Fig. 1: run 1, floorplan with the power grid
Bar = 20 microns. Pins as bars on the die edge.
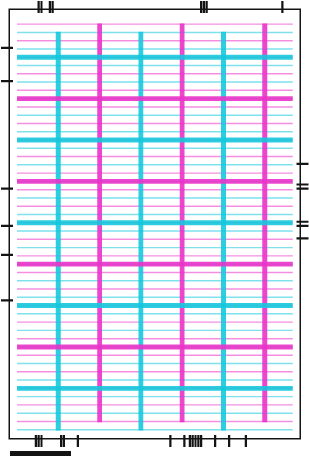
Fig. 2: run 1, cells coloured by class
Bar = 20 microns.
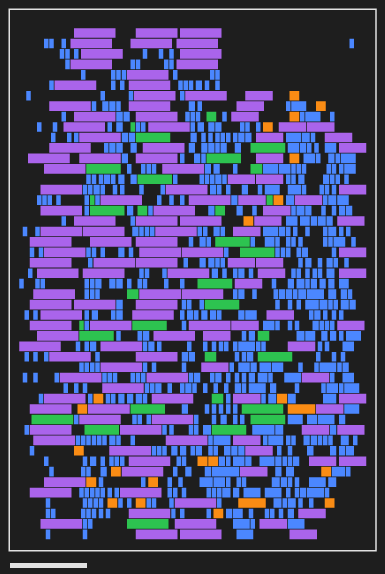
Fig. 3: run 1, clock network drawn from the DEF
Bar = 20 microns.
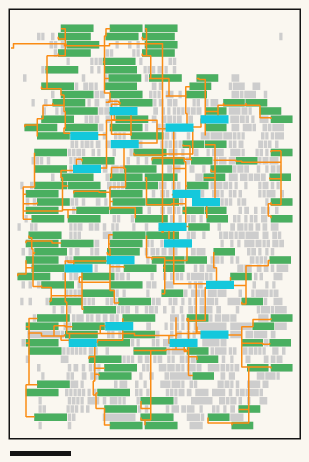
`src/rtl/led_show_sequencer_pkg.sv`:
```
// Shared definitions for the LED show playlist: entry field layout, table depth, FSM states.
package led_seq_pkg;

    localparam int ENTRY_W     = 12;
    localparam int FIELD_W     = 4;
    localparam int MODE_MSB    = 11;
    localparam int SPEED_MSB   = 7;
    localparam int DUR_MSB     = 3;
    localparam int TABLE_DEPTH = 8;
    localparam int IDX_W       = 3;

    typedef enum logic [1:0] {
        IDLE  = 2'd0,
        PLAY  = 2'd1,
        PAUSE = 2'd2,
        DONE  = 2'd3
    } state_t;

    function automatic logic [FIELD_W-1:0] entry_mode(input logic [ENTRY_W-1:0] e);
        return e[MODE_MSB -: FIELD_W];
    endfunction

    function automatic logic [FIELD_W-1:0] entry_speed(input logic [ENTRY_W-1:0] e);
        return e[SPEED_MSB -: FIELD_W];
    endfunction

    function automatic logic [FIELD_W-1:0] entry_dur(input logic [ENTRY_W-1:0] e);
        return e[DUR_MSB -: FIELD_W];
    endfunction

endpackage

```
`src/rtl/led_show_sequencer_beat_timer.sv`:
```
// Free-running beat counter: pulses beat on the last cycle of each BEAT_CYCLES period while enabled.
module beat_timer #(
    parameter int BEAT_CYCLES = 50_000_000
) (
    input  logic clkin,
    input  logic rst,
    input  logic en,
    input  logic clr,
    output logic beat
);

    localparam int CNT_W = (BEAT_CYCLES > 2) ? $clog2(BEAT_CYCLES) : 1;
    localparam logic [CNT_W-1:0] LAST = CNT_W'(BEAT_CYCLES - 1);

    logic [CNT_W-1:0] count;

    always_ff @(posedge clkin) begin
        if (rst || clr) begin
            count <= '0;
        end else if (en) begin
            count <= (count == LAST) ? '0 : count + 1'b1;
        end
    end

    // Gated by en so a count frozen at LAST during pause cannot fire.
    assign beat = en && (count == LAST);

endmodule

```
`src/rtl/led_show_sequencer.sv`:
```
// Playlist sequencer feeding knightrider mode/speed from an 8-entry {mode, speed, dur} table.
//   state | meaning
//   IDLE  | after reset, outputs 0, waiting for run
//   PLAY  | timer running, entries advance on expiry or step
//   PAUSE | timer and beats_left frozen, outputs held, step still advances
//   DONE  | one-shot finished, last entry held, step restarts at entry 0
module led_show_sequencer
    import led_seq_pkg::*;
#(
    parameter int BEAT_CYCLES = 50_000_000,
    parameter int LOOP        = 1
) (
    input  logic         clkin,
    input  logic         rst,
    input  logic         wr_en,
    input  logic [2:0]   wr_addr,
    input  logic [11:0]  wr_data,
    input  logic [2:0]   last_idx,
    input  logic         run,
    input  logic         next_btn,
    output logic [3:0]   mode_out,
    output logic [3:0]   speed_out,
    output logic [2:0]   idx,
    output logic         playing,
    output logic         done
);

    logic [ENTRY_W-1:0] table_q [TABLE_DEPTH];
    state_t             state, state_next;
    logic               next_btn_q;
    logic               step;
    logic               beat;
    logic               expiry;
    logic               load;
    logic               dec;
    logic               done_next;
    logic [IDX_W-1:0]   load_addr;
    logic [IDX_W-1:0]   next_idx;
    logic [ENTRY_W-1:0] load_entry;
    logic [3:0]         beats_left;

    assign step       = next_btn & ~next_btn_q;
    assign expiry     = beat && (beats_left == 4'd0);
    // ">=" rather than "==" so a last_idx lowered mid-play still wraps.
    assign next_idx   = (idx >= last_idx) ? '0 : idx + 3'd1;
    assign load_entry = table_q[load_addr];
    assign playing    = (state == PLAY);

    beat_timer #(.BEAT_CYCLES(BEAT_CYCLES)) u_beat_timer (
        .clkin (clkin),
        .rst   (rst),
        .en    (state == PLAY),
        .clr   (load),
        .beat  (beat)
    );

    always_ff @(posedge clkin) begin
        if (rst) begin
            state <= IDLE;
        end else begin
            state <= state_next;
        end
    end

    always_comb begin
        state_next = state;
        load       = 1'b0;
        load_addr  = next_idx;
        dec        = 1'b0;
        done_next  = 1'b0;
        case (state)
            IDLE: begin
                if (run) begin
                    load       = 1'b1;
                    load_addr  = '0;
                    state_next = PLAY;
                end
            end
            PLAY: begin
                if (expiry || step) begin
                    if (expiry && (LOOP == 0) && (idx >= last_idx)) begin
                        state_next = DONE;
                        done_next  = 1'b1;
                    end else begin
                        load = 1'b1;
                    end
                end else begin
                    dec = beat;
                    if (!run) state_next = PAUSE;
                end
            end
            PAUSE: begin
                if (step) begin
                    load = 1'b1;
                end else if (run) begin
                    state_next = PLAY;
                end
            end
            DONE: begin
                if (step) begin
                    load       = 1'b1;
                    load_addr  = '0;
                    state_next = run ? PLAY : PAUSE;
                end
            end
            default: state_next = IDLE;
        endcase
    end

    always_ff @(posedge clkin) begin
        if (rst) begin
            for (int i = 0; i < TABLE_DEPTH; i++) table_q[i] <= '0;
            next_btn_q <= 1'b0;
            mode_out   <= '0;
            speed_out  <= '0;
            idx        <= '0;
            beats_left <= '0;
            done       <= 1'b0;
        end else begin
            next_btn_q <= next_btn;
            done       <= done_next;
            // Load reads the pre-write table, so a same-edge write shows on the next load.
            if (wr_en) table_q[wr_addr] <= wr_data;
            if (load) begin
                mode_out   <= entry_mode(load_entry);
                speed_out  <= entry_speed(load_entry);
                idx        <= load_addr;
                beats_left <= entry_dur(load_entry);
            end else if (dec) begin
                beats_left <= beats_left - 4'd1;
            end
        end
    end

endmodule

```
`config.mk`:
```
export PLATFORM = sky130hd
export DESIGN_NAME = led_show_sequencer
export DESIGN_NICKNAME = d
export VERILOG_FILES = /design/src/rtl/led_show_sequencer_pkg.sv /design/src/rtl/led_show_sequencer_beat_timer.sv /design/src/rtl/led_show_sequencer.sv
export SDC_FILE = /design/constraint.sdc
export NUM_CORES = 1
export LEC_CHECK = 0
export ABC_AREA = 1
export ABC_CLOCK_PERIOD_IN_PS = 2400
export CAP_MARGIN = 10
export CORE_ASPECT_RATIO = 1.5
export CORE_MARGIN = 2
export CORE_UTILIZATION = 56
export CTS_CLUSTER_SIZE = 16
export DETAILED_ROUTE_END_ITERATION = 16
export DONT_BUFFER_PORTS = 1
export PLACE_DENSITY = 0.71
export SKIP_CTS_REPAIR_TIMING = 1
export SYNTH_ARGS = -nofsm -noshare
export SYNTH_HDL_FRONTEND = slang
export SYNTH_SLANG_ARGS = --single-unit
```
`constraint.sdc`:
```
create_clock -name clkin -period 2.4 [get_ports clkin]
set_input_delay 0.48 -clock clkin [delete_from_list [all_inputs] [get_ports clkin]]
set_output_delay 0.48 -clock clkin [all_outputs]
set_load 0.005 [all_outputs]
```
==> results.sh, run 1 <==
# implementation run metrics
export IMPL_comb_area_sq_um=2720
export IMPL_h_tree_depth=4
export IMPL_grt_pass1_vias=5161
export IMPL_post_dp_hpwl_mm=10.9
export IMPL_yosys_area_sq_um=6970
export IMPL_cts_buffers_inserted=17
export IMPL_synthesis_nets=847
export IMPL_post_route_drc_count=0
export IMPL_syn2layout_area_growth_pct=11.6
export IMPL_antenna_found_initial=0
export IMPL_core_area_sq_um=12100
export IMPL_status="completed"
export IMPL_top_area_share_pct=41.4
export IMPL_layout_nets=856
export IMPL_root_buffer="clkbuf_16"
export IMPL_slew_limit_headroom_pct=61.1
export IMPL_ys_seq_share_pct=54.0
export IMPL_place_inst=948
export IMPL_drive_above_1_share_pct=11.5
export IMPL_yosys_top_cells_area="edfxtp_1, dfxtp_1, nand2_1, nor2_1, nand3_1"
export IMPL_place_congestion=0.917
export IMPL_worstMarginPinSlew_ps=582
export IMPL_firstDrtPassIters=5
export IMPL_num_io_pins=36
export IMPL_nFillCells=1032
export IMPL_p_per_area_nw_per_um2=899
export IMPL_edf_count=96
export IMPL_wl_met3_microns=651
export IMPL_final_max_slew_viol_count=0
export IMPL_clk_pin_slew_ps=60
export IMPL_highest_layer="met4"
export IMPL_cts_sinks=140
export IMPL_rsz0062_at_grt="no"
export IMPL_hold_viol=0
export IMPL_period_minus_slack_ps=2240
export IMPL_yosys_warnings=0
export IMPL_cp_max_fo=13
export IMPL_wl_per_cell_microns=15.6
export IMPL_grt_pass1_wl_mm=24.6
Back to the opening pictures, Fig. 1:
cyan -> VSS
magenta -> VDD
met4 straps = 6
rows = 49

Back to the opening pictures, Fig. 2:
purple -> flops  # cells 140, share of their area 50%
orange -> other buffers and delay cells  # cells 23, share of their area 2.6%
blue -> all other logic  # cells 640, share of their area 40%
green -> clock drivers and dummy loads  # cells 32, share of their area 7.9%

Back to the opening pictures, Fig. 3:
cyan -> cells driving clock nets  # count 17
orange -> clock wires  # length 1610 microns
green -> flip-flops  # count 140
routed clock nets = 18
clock latency on the worst-skew pair: 420 ps
clock skew: 10.8 ps
P_clk: 2650 uW

==> run 1: metal layers <==
metal / global-route usage (%) / up-vias
li1: - / 2651
met1: 25.9 / 2558
met2: 45.0 / 132
met3: 5.67 / 27
met4: 8.24 / 0
met5: 0 / -
==> run 1: critical path: stages (launching register included) <==
cell and delay [ps]:
dfxtp_1 430, inv_1 120, ha_1 290, nand3_1 80, nand3_1 130, inv_2 160, nand3_1 110, inv_1 350
nand3_1 160, nand2_1 100, nand2_1 50, nand2_1 90, inv_2 30, nor2_1 70
==> run 1: metrics by stage <==
| stage | util [%] | area (sq um) | setup WS [ps] |
|---|---|---|---|
| final | 64.4 | 7780 | 156 |
| after CTS | 63.7 | 7690 | 117 |
| after global routing | 64.4 | 7780 | 1.85 |
| after detailed placement | 58.7 | 7090 | 116 |
| after global placement | 58.7 | 7090 | 190 |
| after floorplan | - | 6970 | 398 |
==> run 1: sequential cells by signal (all words and copies together), names as in the netlist <==
register            count
table_q                96
speed_out               4
state                   2
next_btn_q              1
u_beat_timer.count     26
mode_out                4
idx                     3
beats_left              4
==> run 1: cells in the final DEF, fill, tap and decap left out, drive strengths merged, types with 2 or more instances in the layout <==
cell type	n
o21ai	16
or2	2
dfxtp	44
ha	11
a21oi	20
clkinvlp	4
clkinv	3
clkbuf	19
edfxtp	96
nor3b	5
bufinv	3
nand2	217
buf	23
xor2	11
nor2	151
xnor2	5
nor4	5
nor3	17
inv	84
nand3	84
nand4	11
==> run 1: path summary, 6_finish.rpt <==
| check | from | endpoint | slack, ps | depth (start not counted) |
|---|---|---|---|---|
| setup / recovery | idx[0] | beats_left[1] | 160 | 13 |
| hold / removal | rst | mode_out[3] | 130 | 1 |
| setup reg to reg | idx[0] | beats_left[1] | 160 | 13 |
| hold reg to reg | mode_out[3] | mode_out[3] | 500 | 2 |
==> run 1: kinds of logic (layout without fill, tap and decap cells) <==
family,count (synthesis),in the layout
AND/OR/NAND/NOR,493,493
flip-flops,140,140
buffers and inverters,114,136
AND-OR/OR-AND,38,38
XOR/XNOR,16,16
adder cells (fa/ha/maj),11,11
other,1,1
==> run 1: power breakdown <==
group | internal (uW) | leakage [uW] | total (uW) | switching, uW
Combinational | 485 | 0.00159 | 1490 | 1000
Clock | 1640 | 0.000278 | 2650 | 1010
Sequential | 2760 | 0.00128 | 2860 | 100
==> run 1: final cells by class <==
type                       count  share of cell area (%)
tap                          153                    2.46
sequential                   140                    48.4
clock inverter                13                    2.12
timing repair buffer          23                    2.54
multi-input combinational    559                    35.0
inverter                      81                    3.94
clock buffer                  19                    5.57
Fig. 4: run 1, wiring by layer
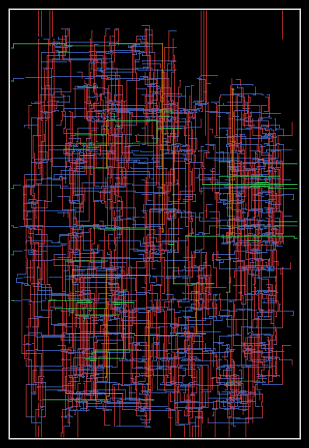

==> run 2: changes to the inputs <==
--- a/config.mk
+++ b/config.mk
@@ -15,6 +15,7 @@
 export DETAILED_ROUTE_END_ITERATION = 16
 export DONT_BUFFER_PORTS = 1
 export PLACE_DENSITY = 0.71
+export SETUP_SLACK_MARGIN = 0.4
 export SKIP_CTS_REPAIR_TIMING = 1
 export SYNTH_ARGS = -nofsm -noshare
 export SYNTH_HDL_FRONTEND = slang
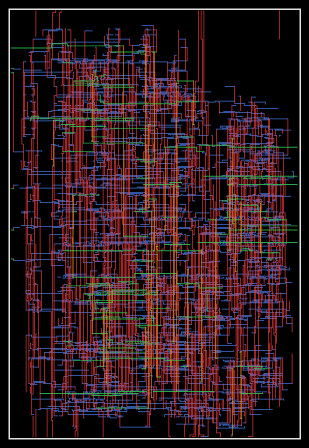
Fig. 5. Wiring by layer (run 2).
green -> met3  # wire length 1100 microns
blue -> met1  # wire length 6310 microns
orange -> met4  # wire length 989 microns
red -> met2  # wire length 10500 microns

==> results.sh, run 2 <==
# implementation run metrics
export IMPL_status="completed"
export IMPL_rsz0062_at_grt="yes"
export IMPL_switching_share_pct=34.1
export IMPL_place_congestion=0.920
export IMPL_synthesis_nets=847
export IMPL_yosys_warnings=0
export IMPL_largest_register="table_q"
export IMPL_slew_limit_headroom_pct=59.8
export IMPL_intPower_uw=5140
export IMPL_hold_viol=0
export IMPL_period_minus_slack_ps=2020
export IMPL_mostFrequentLayoutCell="nand2_1"
export IMPL_fin_util_pct=71.0
export IMPL_yosys_top_cells_area="edfxtp_1, dfxtp_1, nand2_1, nor2_1, nand3_1"
export IMPL_syn2layout_area_growth_pct=23.0
export IMPL_power_frac_seq_pct=36.8
export IMPL_yosys_area_sq_um=6970
export IMPL_pwr_share_comb_pct=31.0
export IMPL_place_ws_ps=149
export IMPL_worstSkewPairLatency_ps=420
export IMPL_num_io_pins=36
export IMPL_drive_above_1_share_pct=20.6
export IMPL_worstMarginPinSlew_ps=602
export IMPL_share_clk_of_total_power_pct=32.1
export IMPL_ys_seq_share_pct=54.0
export IMPL_firstDrtPassIters=5
export IMPL_mostFrequentLayoutCells="nand2_1, nor2_1, edfxtp_1"
export IMPL_root_buffer="clkbuf_16"
export IMPL_post_dp_hpwl_mm=10.6
export IMPL_largestRegisters="table_q x96, u_beat_timer.count x26"
export IMPL_wl_per_cell_microns=18.4
export IMPL_p_sw_uw=2660
export IMPL_cts_buffers_inserted=17
export IMPL_cp_max_fo=8
export IMPL_layout_nets=894
export IMPL_clk_pin_slew_ps=60
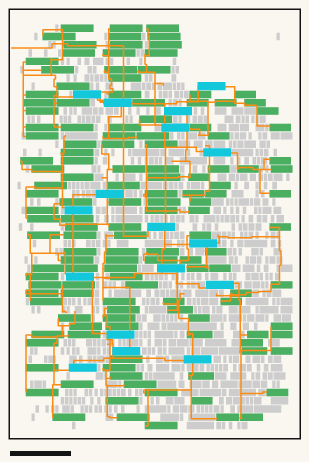
Fig. 6. Clock network drawn from the DEF (run 2).
Bar = 20 microns.
cyan -> cells driving clock nets  # count 17
orange -> clock wires  # length 1660 microns
green -> flip-flops  # count 140
routed clock nets = 18
flops lie = widely spread

[run 2: cell counts after synthesis]
No cell type changed its count.
[run 2: logic make-up after synthesis]
| family | Yosys count | synth area share, % |
|---|---|---|
| simple gates | 493 | 31.9 |
| fa+ha+maj | 11 | 1.97 |
| xor+xnor | 16 | 2.01 |
| other cells | 1 | 0.0538 |
| buf+inv | 114 | 7.13 |
| compound gates | 38 | 2.98 |
| flops | 140 | 54.0 |
[run 2: path summary, 6_finish.rpt]
kind	from	end	slack, ps	cells past startpoint
setup / recovery	idx[2]	beats_left[0]	380	13
hold / removal	rst	state[0]	110	1
setup reg to reg	idx[2]	beats_left[0]	380	13
hold reg to reg	state[0]	state[0]	500	2
[run 2: layer usage]
| layer | share of wire [%] | GRT usage (%) |
|---|---|---|
| met1 | 33 | 23.8 |
| met5 | 0 | 0 |
| met4 | 5.2 | 12.8 |
| met3 | 5.8 | 5.99 |
| met2 | 56 | 43.5 |
[run 2: area by class of cell]
class                           count  area (sq um)
Tap cell                          153           191
Timing Repair inverter              2          18.8
Clock inverter                     15           141
Inverter                           81           328
Sequential cell                   140          3780
Timing Repair Buffer               55           616
Clock buffer                       17           425
Multi-Input combinational cell    563          3070
Fill cell                         837          3510
[run 2: power by group through the flow]
stage / sequential, uW / combinational, uW / clock, uW
global route: 2890 / 2570 / 2610
finish: 2870 / 2420 / 2510
CTS: 2860 / 1450 / 2500
detailed placement: 2910 / 1430 / 0
global placement: 2900 / 1390 / 0
floorplan: 2870 / 1180 / 0
[run 2: worst max-delay path, cell delays in order, from the launching register on]
cell,delay [ps]
dfxtp_4,370
ha_4,260
a21oi_4,140
nand3_4,110
inv_4,110
nand3_4,200
clkinv_8,150
buf_6,110
nand2_2,40
o21ai_2,140
nand2_1,70
nand2_1,60
nand2_1,50
a21oi_1,140
[run 2: stage by stage]
stage / instance area [sq um] / cells
2_1_floorplan: 6980 / 813
3_3_place_gp: 7110 / 949
3_5_place_dp: 7110 / 949
4_1_cts: 7680 / 981
5_1_grt: 8570 / 1026
6_report: 8570 / 1026
Fig. 7: run 2, floorplan with the power grid
Bar = 20 microns. Pins as bars on the die edge.
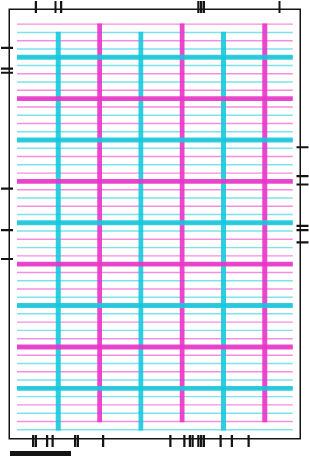

==> run 3: changes to the inputs <==
--- a/config.mk
+++ b/config.mk
@@ -6,7 +6,7 @@
 export NUM_CORES = 1
 export LEC_CHECK = 0
 export ABC_AREA = 1
-export ABC_CLOCK_PERIOD_IN_PS = 2400
+export ABC_CLOCK_PERIOD_IN_PS = 1700
 export CAP_MARGIN = 10
 export CORE_ASPECT_RATIO = 1.5
 export CORE_MARGIN = 2
@@ -14,7 +14,7 @@
 export CTS_CLUSTER_SIZE = 16
 export DETAILED_ROUTE_END_ITERATION = 16
 export DONT_BUFFER_PORTS = 1
-export PLACE_DENSITY = 0.71
+export PLACE_DENSITY = 0.74
 export SETUP_SLACK_MARGIN = 0.4
 export SKIP_CTS_REPAIR_TIMING = 1
 export SYNTH_ARGS = -nofsm -noshare
==> constraint.sdc (replaced) <==
create_clock -name clkin -period 1.7 [get_ports clkin]
set_input_delay 0.34 -clock clkin [delete_from_list [all_inputs] [get_ports clkin]]
set_output_delay 0.34 -clock clkin [all_outputs]
set_load 0.005 [all_outputs]
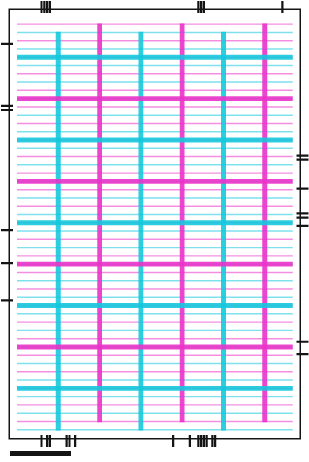
Fig. 8. Floorplan with the power grid (run 3).
Bar = 20 microns. Pins as bars on the die edge.
magenta -> VDD
cyan -> VSS
signal pins = 36
met5 straps = 9
Die Span X: 95.1 microns
Max VDD drop: 1080 uV
DIE HEIGHT: 141 microns
Core Box Area: 12100 sq um

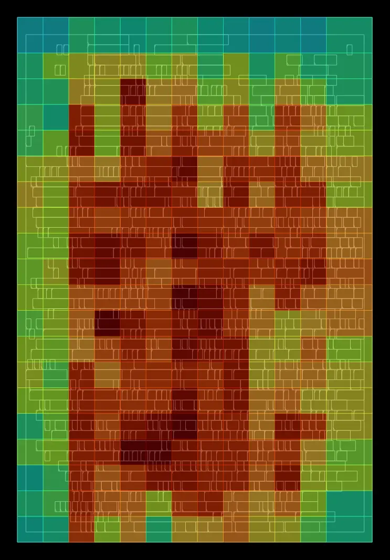
Fig. 9. Routing congestion (run 3).
GRT met1 Usage: 29.5%
met3 usage in global routing: 6.09%
wire per inst: 21.3 microns
global-route track usage on met2: 49.6%
gr usage total: 27.8%

==> results.sh, run 3 <==
# implementation run metrics
export IMPL_worstSkewPairLatency_ps=430
export IMPL_p_per_area_nw_per_um2=1240
export IMPL_reg2regPathDepth=15
export IMPL_period_minus_slack_ps=2190
export IMPL_rr_startpoint="state[0]"
export IMPL_finClkSkew_ps=11.3
export IMPL_antenna_found_initial=0
export IMPL_num_io_pins=36
export IMPL_largest_reg_flops=96
export IMPL_violations="negative hold slack, negative setup slack"
export IMPL_largest_register="table_q"
export IMPL_syn2layout_area_growth_pct=37.0
export IMPL_cts_sinks=140
export IMPL_status="finished with violations"
export IMPL_nFillCells=632
export IMPL_cpLargestDelayFamily="simple AND/OR/NAND/NOR gates"
export IMPL_max_stage_delay_ps=380
export IMPL_cts_buffers_inserted=17
export IMPL_post_route_drc_count=0
export IMPL_place_area_sq_um=7910
export IMPL_clk_pin_slew_ps=60
export IMPL_hold_viol=8
export IMPL_hold_start="rst"
export IMPL_post_dp_hpwl_mm=12.3
export IMPL_hold_ws_ps=-29.9
export IMPL_setup_viol=34
export IMPL_yosys_area_sq_um=6970
export IMPL_layout_setup_ws_ps=-489
## run 3: cell counts after synthesis
No cell type changed its count.
## run 3: cell type report
cell class | instances | area share [%]
inverters | 81 | 3.42
well taps | 153 | 2.00
clock inverters | 8 | 0.839
multi-input cells | 559 | 35.9
clock buffers | 24 | 5.41
repair buffers | 114 | 12.6
repair inverters | 2 | 0.183
flip-flops and latches | 140 | 39.6
## run 3: how the worst max path moves through the flow
| stage | startpoint | endpoint |
|---|---|---|
| 2_1_floorplan | u_beat_timer.count[1] | u_beat_timer.count[3] |
| 3_3_place_gp | last_idx[1] | beats_left[0] |
| 3_5_place_dp | last_idx[1] | beats_left[0] |
| 4_1_cts | state[1] | speed_out[1] |
| 5_1_grt | idx[2] | beats_left[2] |
| 6_report | state[0] | beats_left[0] |
## run 3: kinds of logic (layout without fill, tap and decap cells)
group / after synthesis / in the layout / synth area share [%]
AOI/OAI and AO/OA: 38 / 38 / 2.98
xor gates and xnor gates: 16 / 16 / 2.01
adders and majority gates: 11 / 11 / 1.97
buffers and inverters: 114 / 229 / 7.13
DFF: 140 / 140 / 54.0
other: 1 / 1 / 0.0538
and+or+nand+nor: 493 / 493 / 31.9
## run 3: report_power, final
| part | switching (uW) | internal, uW |
|---|---|---|
| clock network | 1460 | 2290 |
| registers | 164 | 3900 |
| logic | 2360 | 1630 |
| total | 3990 | 7820 |
## run 3: per-stage QoR
| stage | TNS (ps) | hold WS, ps | instances | utilization, % |
|---|---|---|---|---|
| 6_report | -5800 | -29.9 | 1081 | 79.1 |
| 5_1_grt | -8670 | -35.0 | 1081 | 79.1 |
| 4_1_cts | -8780 | -29.4 | 1054 | 70.4 |
| 3_5_place_dp | -7560 | 408 | 1022 | 65.5 |
| 3_3_place_gp | -5670 | 405 | 1022 | 65.5 |
| 2_1_floorplan | -3260 | 409 | 813 | - |
## run 3: layer usage
metal / global-route usage (%) / part of all wire, %
met4: 15.5 / 8.8
met2: 49.6 / 52
met1: 29.5 / 31
met3: 6.09 / 8.1
met5: 0 / 0
Power and IR drop assume default switching activity.
